<file path="config.mk">
export PLATFORM = sky130hd
export DESIGN_NAME = gpio_irq_flat
export DESIGN_NICKNAME = d
export VERILOG_FILES = /design/src/rtl/gpio_irq_if.sv /design/src/rtl/gpio_irq.sv /design/src/flat_wrapper.sv
export SDC_FILE = /design/constraint.sdc
export NUM_CORES = 1
export LEC_CHECK = 0
export ABC_AREA = 1
export CAP_MARGIN = 30
export CORE_MARGIN = 3
export CORE_UTILIZATION = 35
export DETAILED_ROUTE_END_ITERATION = 8
export PLACE_DENSITY = 0.66
export SYNTH_ARGS = -nofsm -noshare
export SYNTH_HDL_FRONTEND = slang
export SYNTH_SLANG_ARGS = --single-unit
</file>
<file path="constraint.sdc">
create_clock -name clk -period 1.7 [get_ports clk]
set_input_delay 0.34 -clock clk [delete_from_list [all_inputs] [get_ports clk]]
set_output_delay 0.34 -clock clk [all_outputs]
set_load 0.05 [all_outputs]
</file>
<file path="src/rtl/gpio_irq_if.sv">
// slave_bus_if: byte-register slave bus used by gpio_irq.
// ttype = 1 marks a write; any other access is a read. The slave answers
// every access in the same cycle, so bdone is a constant handshake.
interface slave_bus_if;
    logic        ss;     // slave select
    logic        ttype;  // 1 = WRITE, 0 = READ
    logic [31:0] addr;
    logic [31:0] wdata;
    logic [31:0] rdata;
    logic        bdone;

    modport slave (
        input  ss,
        input  ttype,
        input  addr,
        input  wdata,
        output rdata,
        output bdone
    );

    modport master (
        output ss,
        output ttype,
        output addr,
        output wdata,
        input  rdata,
        input  bdone
    );
endinterface

</file>
<file path="src/rtl/gpio_irq.sv">
// gpio_irq: synchronises raw GPIO pin inputs, detects per-pin rising and
// falling edges, latches them in a write-1-to-clear PENDING register and
// drives a single level interrupt.
//
// Optional feature macro: GPIO_IRQ_DEBOUNCE_EN
//   defined   -> per-pin debounce counter between the synchroniser and the
//                conditioned level, threshold programmable at offset 0x14.
//   undefined -> level is the synchroniser output; 0x14 reads 0.
module gpio_irq #(
    parameter int N_PINS   = 8,
    parameter int DB_WIDTH = 8
) (
    input  logic              clk,
    input  logic              rst,
    slave_bus_if.slave        bus,
    input  logic [N_PINS-1:0] pin_in,
    output logic              irq
);

    localparam logic       TT_WRITE    = 1'b1;
    localparam logic [7:0] OFF_LEVEL   = 8'h00;
    localparam logic [7:0] OFF_IRQ_EN  = 8'h04;
    localparam logic [7:0] OFF_RISE_EN = 8'h08;
    localparam logic [7:0] OFF_FALL_EN = 8'h0C;
    localparam logic [7:0] OFF_PENDING = 8'h10;
    localparam logic [7:0] OFF_DB_CNT  = 8'h14;

    // ------------------------------------------------------------------
    // Bus decode
    // ------------------------------------------------------------------
    logic [7:0]        off;
    logic              wr_en;
    logic [N_PINS-1:0] wr_bits;
    logic              we_irq_en;
    logic              we_rise_en;
    logic              we_fall_en;
    logic              we_pending;

    assign off        = bus.addr[7:0];
    assign wr_en      = bus.ss && (bus.ttype == TT_WRITE);
    assign wr_bits    = bus.wdata[N_PINS-1:0];
    assign we_irq_en  = wr_en && (off == OFF_IRQ_EN);
    assign we_rise_en = wr_en && (off == OFF_RISE_EN);
    assign we_fall_en = wr_en && (off == OFF_FALL_EN);
    assign we_pending = wr_en && (off == OFF_PENDING);

    // ------------------------------------------------------------------
    // Synchroniser and warm-up
    // ------------------------------------------------------------------
    logic [N_PINS-1:0] s1;
    logic [N_PINS-1:0] s2;
    logic [1:0]        warm_cnt;
    logic              warm_done;

    // Two-flop synchroniser: pin_in is asynchronous to clk.
    always_ff @(posedge clk) begin
        if (rst) begin
            s1 <= '0;
            s2 <= '0;
        end else begin
            // NOTE: non-blocking so s2 captures the previous s1, giving a real
            // two-stage chain; blocking here would collapse it into one flop.
            s1 <= pin_in;
            s2 <= s1;
        end
    end

    assign warm_done = (warm_cnt == 2'd3);

    // Warm-up counter: edge events are masked until the pipeline has filled.
    always_ff @(posedge clk) begin
        if (rst) begin
            warm_cnt <= 2'd0;
        end else if (!warm_done) begin
            warm_cnt <= warm_cnt + 2'd1;
        end
    end

    // ------------------------------------------------------------------
    // Conditioned level (optionally debounced)
    // ------------------------------------------------------------------
    logic [N_PINS-1:0] level;

`ifdef GPIO_IRQ_DEBOUNCE_EN
    logic [DB_WIDTH-1:0] db_cnt;
    logic [DB_WIDTH-1:0] db_ctr [N_PINS];
    logic [N_PINS-1:0]   stable;
    logic                we_db_cnt;

    assign we_db_cnt = wr_en && (off == OFF_DB_CNT);

    // Debounce threshold register.
    always_ff @(posedge clk) begin
        if (rst) begin
            db_cnt <= '0;
        end else if (we_db_cnt) begin
            db_cnt <= DB_WIDTH'(bus.wdata[7:0]);
        end
    end

    // Per-pin debounce: s2 must differ from stable for db_cnt+1 cycles in a row.
    always_ff @(posedge clk) begin
        if (rst) begin
            stable <= '0;
            // NOTE: the counter array is a handful of flops, not a RAM, so it
            // is cleared in reset like any other register.
            for (int i = 0; i < N_PINS; i++) begin
                db_ctr[i] <= '0;
            end
        end else if (!warm_done) begin
            // Preloading from s1 lets stable settle one cycle ahead of prev,
            // so a pin held high through reset never looks like a rising edge.
            stable <= s1;
            for (int i = 0; i < N_PINS; i++) begin
                db_ctr[i] <= '0;
            end
        end else if (we_db_cnt) begin
            for (int i = 0; i < N_PINS; i++) begin
                db_ctr[i] <= '0;
            end
        end else begin
            for (int i = 0; i < N_PINS; i++) begin
                if (s2[i] == stable[i]) begin
                    db_ctr[i] <= '0;
                end else if (db_ctr[i] == db_cnt) begin
                    stable[i] <= s2[i];
                    db_ctr[i] <= '0;
                end else begin
                    db_ctr[i] <= db_ctr[i] + DB_WIDTH'(1);
                end
            end
        end
    end

    assign level = stable;
`else
    logic unused_cfg;

    assign level      = s2;
    assign unused_cfg = 1'(DB_WIDTH);
`endif

    // ------------------------------------------------------------------
    // Edge detection, enables and pending
    // ------------------------------------------------------------------
    logic [N_PINS-1:0] prev;
    logic [N_PINS-1:0] rise;
    logic [N_PINS-1:0] fall;
    logic [N_PINS-1:0] edge_evt;
    logic [N_PINS-1:0] clr_bits;
    logic [N_PINS-1:0] irq_en;
    logic [N_PINS-1:0] rise_en;
    logic [N_PINS-1:0] fall_en;
    logic [N_PINS-1:0] pending;

    // prev follows level every cycle, warm-up included.
    always_ff @(posedge clk) begin
        if (rst) begin
            prev <= '0;
        end else begin
            prev <= level;
        end
    end

    assign rise     = level & ~prev;
    assign fall     = ~level & prev;
    assign edge_evt = warm_done ? ((rise & rise_en) | (fall & fall_en)) : '0;
    assign clr_bits = we_pending ? wr_bits : '0;

    // Software-programmed enable registers.
    always_ff @(posedge clk) begin
        if (rst) begin
            irq_en  <= '0;
            rise_en <= '0;
            fall_en <= '0;
        end else begin
            if (we_irq_en) begin
                irq_en <= wr_bits;
            end
            if (we_rise_en) begin
                rise_en <= wr_bits;
            end
            if (we_fall_en) begin
                fall_en <= wr_bits;
            end
        end
    end

    // Pending latch: a new edge wins over a same-cycle write-1-to-clear.
    always_ff @(posedge clk) begin
        if (rst) begin
            pending <= '0;
        end else begin
            pending <= (pending & ~clr_bits) | edge_evt;
        end
    end

    assign irq = |(pending & irq_en);

    // ------------------------------------------------------------------
    // Read path
    // ------------------------------------------------------------------
    logic [31:0] rdata_c;

    // Read data is a pure function of the address; reads have no side effects.
    always_comb begin
        // NOTE: default assignment first so every path drives rdata_c and no
        // latch is inferred for unlisted offsets.
        rdata_c = '0;
        case (off)
            OFF_LEVEL:   rdata_c = 32'(level);
            OFF_IRQ_EN:  rdata_c = 32'(irq_en);
            OFF_RISE_EN: rdata_c = 32'(rise_en);
            OFF_FALL_EN: rdata_c = 32'(fall_en);
            OFF_PENDING: rdata_c = 32'(pending);
`ifdef GPIO_IRQ_DEBOUNCE_EN
            OFF_DB_CNT:  rdata_c = 32'(db_cnt);
`endif
            default:     rdata_c = '0;
        endcase
    end

    assign bus.rdata = rdata_c;
    assign bus.bdone = 1'b1;

    // Only the low address byte is decoded and only wdata[7:0] carries data.
    logic unused_bus;
    assign unused_bus = ^{bus.addr[31:8], bus.wdata[31:8]};

endmodule
</file>
<file path="src/flat_wrapper.sv">
// flat-port wrapper written by rule: the top's interface ports become plain ports
module gpio_irq_flat 
#(
    parameter int N_PINS   = 8,
    parameter int DB_WIDTH = 8
)
  (clk, rst, pin_in, irq, bus_ss, bus_ttype, bus_addr, bus_wdata, bus_rdata, bus_bdone);
  slave_bus_if bus_i ();
  input  logic clk;
  input  logic rst;
  input  logic [N_PINS-1:0] pin_in;
  output logic irq;
  input wire logic [$bits(bus_i.ss)-1:0] bus_ss;
  input wire logic [$bits(bus_i.ttype)-1:0] bus_ttype;
  input wire logic [$bits(bus_i.addr)-1:0] bus_addr;
  input wire logic [$bits(bus_i.wdata)-1:0] bus_wdata;
  output wire logic [$bits(bus_i.rdata)-1:0] bus_rdata;
  output wire logic [$bits(bus_i.bdone)-1:0] bus_bdone;
  assign bus_i.ss = bus_ss;
  assign bus_i.ttype = bus_ttype;
  assign bus_i.addr = bus_addr;
  assign bus_i.wdata = bus_wdata;
  assign bus_rdata = bus_i.rdata;
  assign bus_bdone = bus_i.bdone;
  gpio_irq #(.N_PINS(N_PINS), .DB_WIDTH(DB_WIDTH)) u_core (.clk(clk), .rst(rst), .bus(bus_i), .pin_in(pin_in), .irq(irq));
endmodule
</file>
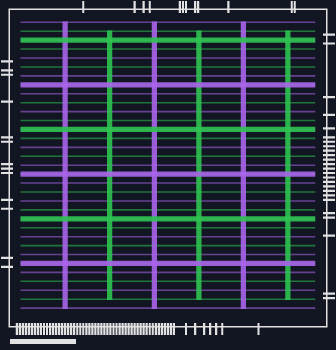
*Supply network*
The bar under the picture is 20 um long. Pins as bars on the die edge.
[purple] VSS
[green] VDD
signal pins: 110
met5 straps: 6
rows: 32
met1 rails: 33

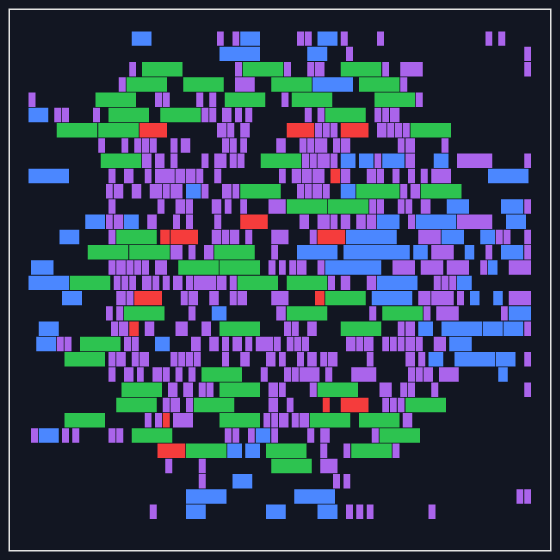
*Cells colored by class*
[purple] remaining logic cells | cells: 346
[red] clock drivers and dummy loads | cells: 15
[blue] remaining buffers and delay cells | cells: 65
[green] sequential cells | cells: 58

-- metrics by stage --
step	hold WS [ns]	TNS, ns
4_1_cts	0.404	-0.921
2_1_floorplan	0.388	0
3_3_place_gp	0.391	-4.65
5_1_grt	0.427	-1.77
3_5_place_dp	0.396	-5.67
6_report	0.399	-1.13
-- repair_timing --
action | CTS | global route
setup buffers | 8 | 1
resized | 58 | 14
pin swaps | 12 | 11
setup endpoints to repair | 8 | 9
gates cloned | 3 | 0
-- synthesized netlist by cell type --
cell,instances
ha_1,1
dfxtp_1,58
clkinv_1,1
nor2_4,5
o21ai_0,6
buf_2,3
buf_6,1
clkbuf_1,10
buf_4,28
nand3_1,47
xor2_1,1
a22o_1,4
nor2_1,52
inv_1,52
nand3_4,1
a21oi_1,33
nand2_1,116
nor2_2,2
buf_1,1
conb_1,2
-- layer usage --
layer | up-vias | routed length [um] | global-route usage (%)
li1 | 1366 | - | -
met5 | - | 0 | 0
met1 | 1243 | 3170 | 20.9
met2 | 70 | 3330 | 26.7
met3 | 8 | 424 | 3.67
met4 | 0 | 68 | 4.62
-- area by class of cell --
cell class                      count  area [sq um]
Multi-Input combinational cell    293          1410
Clock inverter                      4          20.0
Fill cell                         778          3970
Tap cell                          102           128
Timing Repair Buffer               65           782
Clock buffer                       11           131
Sequential cell                    58          1160
Inverter                           53           199
-- power by group --
part | switching (mW) | total [mW] | internal [mW]
registers | 0.0228 | 1.42 | 1.40
logic | 0.266 | 0.381 | 0.116
clock network | 0.504 | 1.01 | 0.510
total | 0.792 | 2.82 | 2.03
-- worst max path at each step --
stage	from	end	slack, ns	depth (start not counted)
finish	bus_addr[7]	bus_rdata[4]	-0.17	11
global route	bus_addr[7]	bus_rdata[3]	-0.24	11
CTS	bus_addr[6]	bus_rdata[5]	-0.15	11
detailed placement	bus_addr[1]	bus_rdata[0]	-0.46	10
global placement	bus_addr[1]	bus_rdata[0]	-0.42	10
floorplan	bus_addr[1]	bus_rdata[5]	0.03	7
-- worst reg2reg max path, delay by kind of cell, from the launching register on --
kind / cells / cell delay [ns]
AND/OR/NAND/NOR: 1 / 0.16
adder cells (fa/ha/maj): 1 / 0.50
flip-flops: 1 / 0.35
AND-OR/OR-AND: 1 / 0.17
-- cell families (layout without fill, tap and decap cells) --
group | after synthesis | after routing | share of synthesized area (%)
compound gates | 43 | 43 | 8.08
xor+xnor | 1 | 1 | 0.307
fa+ha+maj | 1 | 1 | 0.439
buf+inv | 96 | 133 | 16.7
flops | 58 | 58 | 40.8
other cells | 2 | 25 | 0.264
simple gates | 223 | 223 | 33.4
-- registers in the layout (all words and copies together) (netlist names) --
name,flops
u_core.fall_en,8
u_core.irq_en,8
u_core.level,8
u_core.pending,8
u_core.prev,8
u_core.rise_en,8
u_core.s1,8
u_core.warm_cnt,2
==> impl_metrics.yaml <==
# generated from flow reports
status:
  outcome: "complete, but fails checks"
  violations: "negative setup slack"
synth:
  avgSynthCellArea_sq_um: 6.72
  ys_area_sq_um: 2850
  yosysUniqueCellTypes: 20
  yosys_cells: 424
  yosys_warnings: 0
  synthTopCellsByArea: "dfxtp_1 41%, nand2_1 15%, nand3_1 8.3%, buf_4 7.4%, inv_1 6.9%"
  synth_area_sq_um: 2850
power_and_ir_drop:
  power.density_nw_per_um2: 735
  p_leak_nw: 1.75
  finalPower_mw: 2.82
  peakVddDrop_v: 0.000375
grt:
  antenna_found_initial: 0
  grt_max_degree: 37
  grt_util_all_layers_pct: 16.1
clock_network:
  cts_buffer_depth: 2
  hold_buffers: 0
  root_buffer: "clkbuf_8"
  clkTransAtPathRegs_ns: 0.06
  clock_sinks: 58
  clk_latency_ns: 0.33
worst_setup_path:
  worstSetupPathType: "in -> out"
  critPathArrivalTime_ns: 1.53
  path_cells: "buf_6 -> nor2_4 -> nand3_4 -> buf_6 -> nor2_4 -> buf_12 -> nand2_4 -> nand2_2 -> nor2_2 -> nand2_2 -> buf_12"
  startpoint_type: "input port"
  reg2reg_depth: 3
  crit_required_ns: 1.36
  rr_startpoint: "u_core.warm_cnt[0]"
  slowest_stage: "nor2_4"
  cp_top_family: "simple AND/OR/NAND/NOR gates"
  cp-end-kind: "output pin"
sta:
  rsz0062_at_grt: "yes"
  fin_crit_sh_pct: 110
  setup_slack_ns: -0.168
  setup_viol: 8
  maxSlewHeadroom_pct: 64.5
  finClkSkew_ns: 0.00456
routing:
  drt_first_pass_iters: 4
  wl_per_cell_um: 11.9
  ant_nets: 0
  viasPerCell: 4.59
placed_design:
  gp_congestion: 0.786
  dp_hpwl_um: 4560
  dpl-instance-area_sq_um: 3440
  place_inst: 559
floorplan:
  fp.coreArea_sq_um: 7810
  fp_util_pct: 36.5
finish:
  layout.cells.most_common: "nand2_1"
  layout-drive-gt1-share_pct: 19.6
  nNetsFinal: 557
  antenna_cells: 0
  final_cells: 586
min_path:
  hold_depth: 2
  worstHoldEndpoint: "u_core.level[0]"
run:
  warnings: 76
No activity file was given, so power comes from the tool's default toggle rates.
